### config.mk
export PLATFORM = sky130hd
export DESIGN_NAME = write_back_stage
export DESIGN_NICKNAME = d
export VERILOG_FILES = /design/src/rtl/write_back_stage.sv
export SDC_FILE = /design/constraint.sdc
export NUM_CORES = 1
export LEC_CHECK = 0
export CAP_MARGIN = 20
export CORE_ASPECT_RATIO = 0.6
export CORE_MARGIN = 2
export CORE_UTILIZATION = 46
export CTS_CLUSTER_SIZE = 40
export DETAILED_ROUTE_END_ITERATION = 8
export PLACE_DENSITY = 0.76
export RECOVER_POWER = 100
export SYNTH_ARGS = -nofsm -noshare
export SYNTH_HDL_FRONTEND = slang
export SYNTH_SLANG_ARGS = --single-unit
export TNS_END_PERCENT = 1
### constraint.sdc
create_clock -name clock -period 2.75 [get_ports clock]
set_clock_uncertainty 0.15 [all_clocks]
set_input_delay 0.4125 -clock clock [delete_from_list [all_inputs] [get_ports clock]]
set_output_delay 0.4125 -clock clock [all_outputs]
set_load 0.05 [all_outputs]
### src/rtl/write_back_stage.sv
// write_back_stage
// Two-entry result buffer between the memory stage and the register file.
// The write-back value (ALU result or size/sign-adjusted load data) is formed
// when an entry is pushed and is stored with its destination register.
// Ports:
//   clock, reset_n          - clock and asynchronous active-low reset
//   in_valid / in_ready     - push handshake from the memory stage
//   in_alu_result           - ALU result, also the data address
//   in_mem_data             - doubleword read from data memory
//   in_addr_low, in_size,
//   in_signed, in_mem_to_reg - load extraction controls
//   in_reg_write, in_rd     - register write enable and destination
//   out_valid / out_ready   - pop handshake to the register file
//   out_write_data, out_rd,
//   out_reg_write           - register-file write port (zero when idle)
//   retired_count           - entries popped since reset (wraps)
module write_back_stage #(
   parameter int DEPTH = 2
) (
   input  logic        clock,
   input  logic        reset_n,
   input  logic        in_valid,
   output logic        in_ready,
   input  logic [63:0] in_alu_result,
   input  logic [63:0] in_mem_data,
   input  logic [2:0]  in_addr_low,
   input  logic [1:0]  in_size,
   input  logic        in_signed,
   input  logic        in_mem_to_reg,
   input  logic        in_reg_write,
   input  logic [4:0]  in_rd,
   output logic        out_valid,
   input  logic        out_ready,
   output logic [63:0] out_write_data,
   output logic [4:0]  out_rd,
   output logic        out_reg_write,
   output logic [31:0] retired_count
);

   localparam logic [1:0] LP_DEPTH = 2'(DEPTH);

   logic [1:0]  r_count;
   logic [63:0] r_data0, r_data1;
   logic [4:0]  r_rd0, r_rd1;
   logic        r_we0, r_we1;
   logic [31:0] r_retired;

   logic [2:0]  w_off;
   logic [63:0] w_shifted;
   logic [63:0] w_load;
   logic [63:0] w_wdata;
   logic        w_we;
   logic        w_push;
   logic        w_pop;

   // Byte offset aligned down to the access size.
   always_comb begin
      w_off = '0;
      case (in_size)
         2'b00:   w_off = in_addr_low;
         2'b01:   w_off = {in_addr_low[2:1], 1'b0};
         2'b10:   w_off = {in_addr_low[2], 2'b00};
         default: w_off = '0;
      endcase
   end

   assign w_shifted = in_mem_data >> {w_off, 3'b000};

   always_comb begin
      w_load = '0;
      case (in_size)
         2'b00:   w_load = in_signed ? {{56{w_shifted[7]}},  w_shifted[7:0]}  : {56'd0, w_shifted[7:0]};
         2'b01:   w_load = in_signed ? {{48{w_shifted[15]}}, w_shifted[15:0]} : {48'd0, w_shifted[15:0]};
         2'b10:   w_load = in_signed ? {{32{w_shifted[31]}}, w_shifted[31:0]} : {32'd0, w_shifted[31:0]};
         default: w_load = w_shifted;
      endcase
   end

   assign w_wdata = in_mem_to_reg ? w_load : in_alu_result;
   // Writes to XZR still occupy a slot and retire, but never write.
   assign w_we    = in_reg_write && (in_rd != 5'd31);

   assign in_ready  = (r_count < LP_DEPTH);
   assign out_valid = (r_count != 2'd0);
   assign w_push    = in_valid && in_ready;
   assign w_pop     = out_valid && out_ready;

   // Slot 0 is always the head; a pop shifts slot 1 down.
   always_ff @(posedge clock or negedge reset_n) begin
      if (!reset_n) begin
         r_count   <= '0;
         r_data0   <= '0;
         r_data1   <= '0;
         r_rd0     <= '0;
         r_rd1     <= '0;
         r_we0     <= 1'b0;
         r_we1     <= 1'b0;
         r_retired <= '0;
      end else begin
         if (w_pop) begin
            r_retired <= r_retired + 32'd1;
         end
         if (w_push && w_pop) begin
            // Only reachable at count 1: the new entry replaces the head.
            r_data0 <= w_wdata;
            r_rd0   <= in_rd;
            r_we0   <= w_we;
         end else if (w_push) begin
            if (r_count == 2'd0) begin
               r_data0 <= w_wdata;
               r_rd0   <= in_rd;
               r_we0   <= w_we;
            end else begin
               r_data1 <= w_wdata;
               r_rd1   <= in_rd;
               r_we1   <= w_we;
            end
            r_count <= r_count + 2'd1;
         end else if (w_pop) begin
            r_data0 <= r_data1;
            r_rd0   <= r_rd1;
            r_we0   <= r_we1;
            r_count <= r_count - 2'd1;
         end
      end
   end

   assign out_write_data = out_valid ? r_data0 : '0;
   assign out_rd         = out_valid ? r_rd0   : '0;
   assign out_reg_write  = out_valid ? r_we0   : 1'b0;
   assign retired_count  = r_retired;

endmodule

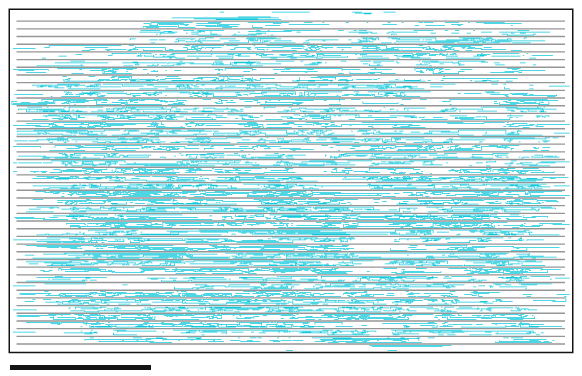
Fig. 1. The metal 1 layer.
Scale bar: 50 um. Supply wires on this layer in grey.
longest straight run: 50.6 um
wire length on this layer: 17,800 um
share of all routed wire: 46%
main direction: horizontal
met1 GRT Util: 49.3%
DRT Wirelength: 38,800 um

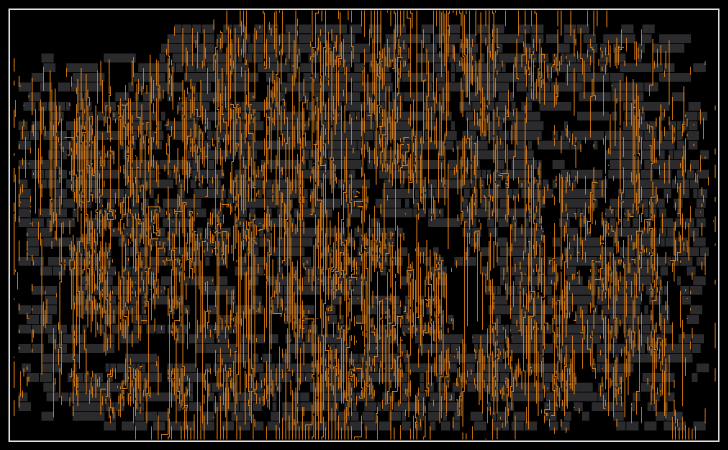
Fig. 2. M2 wires.
Cells faint in the background.
share of all routed wire: 41%
nets with wire on the layer: 1,366
wire length on this layer: 15,700 um
main direction: vertical
met2 Use GR: 44.9%
routed vias: 10.7k

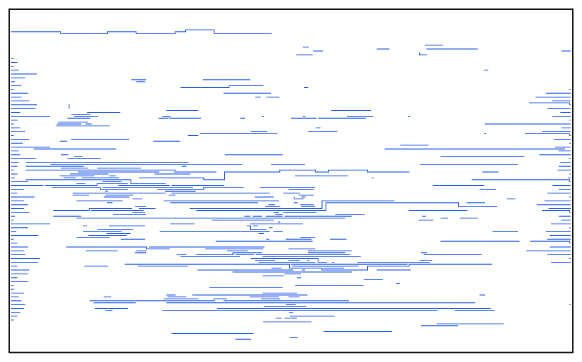
Fig. 3. Metal 3.
share of all routed wire: 12%
wire length on this layer: 4,480 um
longest straight run: 109 um
nets with wire on the layer: 274
GR Layer Usage met3: 10.6%

==> results.ini <==
[routing]
drc = 0
drtAntennaViolNets = 0
highest_layer = met5
drtIter0Drc = 1029
drtPass1Iterations = 5
drt-met1-wl_um = 17800
routed-wl-met2_um = 15700
vias_per_cell = 5.85

[synthesis]
synth-edff-count = 0
top_area_share_pct = 41.5
yosys_warnings = 0
synth-main-ff-cell = dfrtp_1
most_common_cell = dfrtp_1
top_area_cell = dfrtp_1
synth_area_mm2 = 0.0105
async_flop_share_pct = 100
yosys_cells = 1208
ys_chip_area_mm2 = 0.0105
synth.area.top_cells = dfrtp_1 (42%), a21oi_1 (6.4%), nor2_1 (5.6%)
synth_cell_types = 70
ys_ff = 174
synth.net_count = 1355

[power]
p_clk_share_pct = 18.0
p_sw_share_pct = 46.4
peakVddDrop_uv = 1080
power_switching_w = 0.00685
top_power_group = combinational cells
seq_power_share_pct = 28.7
p_comb_w = 0.00786
pg_clk_w = 0.00266
power.share.combinational_pct = 53.3

[status]
status = completed

[worst_setup_path]
critPathBufInv = 3
cp_slowest_cell = clkdlybuf4s50_1
crit_start = in_addr_low[0]
path_depth = 10
worstPathRequired_ps = 2930
path_max_fanout = 8
cp_data_arrival_time_ps = 2840
r2r-end = r_data0[51]
r2r-start = r_count[0]
path_cells = clkdlybuf4s50_1, buf_4, nand3b_1, a2bb2oi_1, o221ai_2, a32oi_4, o211ai_4, buf_4, a21oi_1, o31ai_1
crit_path_frequent_cell = buf_4

[timing]
rsz0062_at_grt = true
worstMarginPinSlew_ps = 1380
hold_violations = 0
whs_ps = 313
fin_crit_ps = 2660
slew_headroom_pct = 8.13
max_freq_ghz = 0.376
fin_crit_sh_pct = 96.8
setup_viol = 0
maxSlewViolCount = 0

[final_layout]
nClkBuffers = 18
layout.comb_gates.multi_input = 923
drive_above_1_share_pct = 20.9
layout_top_cell = buf_4
flop-count = 174
clk_share_pct = 4.43
fin_area_mm2 = 0.0145
areaGrowthSynthToFinish_pct = 38.4
fillCellCount = 1867
logic_area_mm2 = 0.00563
n_antenna_cell = 0
final_nets = 1656
flop_area_mm2 = 0.00435

[min_path]
min_path_cells = 1

[floorplan]
rows = 42
die_area_mm2 = 0.0240
ios = 249
fp_util_pct = 47.3
die_w_um = 199
core_mm2 = 0.0222
nWellTaps = 308
chipHeight_um = 121

[clock_network]
cts_resized = 1
ctsHoldBuffers = 1
cts_tree = built
cts_buffers = 17
cts-htree-levels = 4
worstSkewPairLatency_ps = 440
root_buffer = clkbuf_16

[global_route]
grt_pass1_wl_um = 59000
grt_max_degree = 104

[placement]
dp_worst_setup_slack_ps = -509
post-place-cells = 1795

[run]
warnings = 29
cap_violations = 0

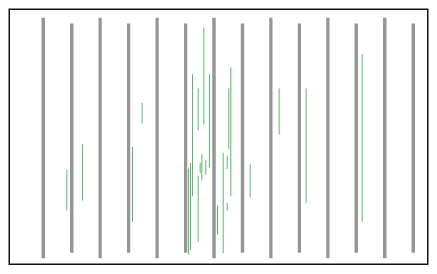
Fig. 4. Met4 routing.
Supply wires on this layer in grey.
longest straight run: 79.6 um
nets with wire on the layer: 20
share of all routed wire: 1.9%
main direction: vertical
wire length on this layer: 728 um

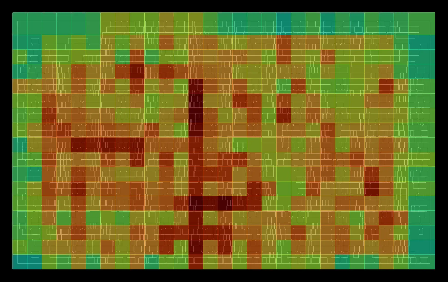
Fig. 5. Track usage over the die.
total global-route track usage: 32.8%
gr busiest metal: met1
post-DR wirelength/cell: 21.2 um
Final Core Density: 65.4%

[kinds of logic (layout without fill, tap and decap cells)]
family | count (synthesis) | in the layout | share of synthesized area [%]
XOR/XNOR | 32 | 32 | 2.67
flip-flops | 174 | 174 | 41.5
AND-OR/OR-AND | 379 | 379 | 24.1
multiplexers | 37 | 37 | 5.24
adder cells (fa/ha/maj) | 2 | 2 | 0.239
buffers and inverters | 111 | 425 | 4.94
AND/OR/NAND/NOR | 473 | 473 | 21.3
[sequential cells by signal, summed over array words and instances (netlist names)]
signal	cells
r_data1	64
r_rd0	5
r_rd1	5
r_we1	1
r_data0	64
retired_count	32
r_count	2
r_we0	1
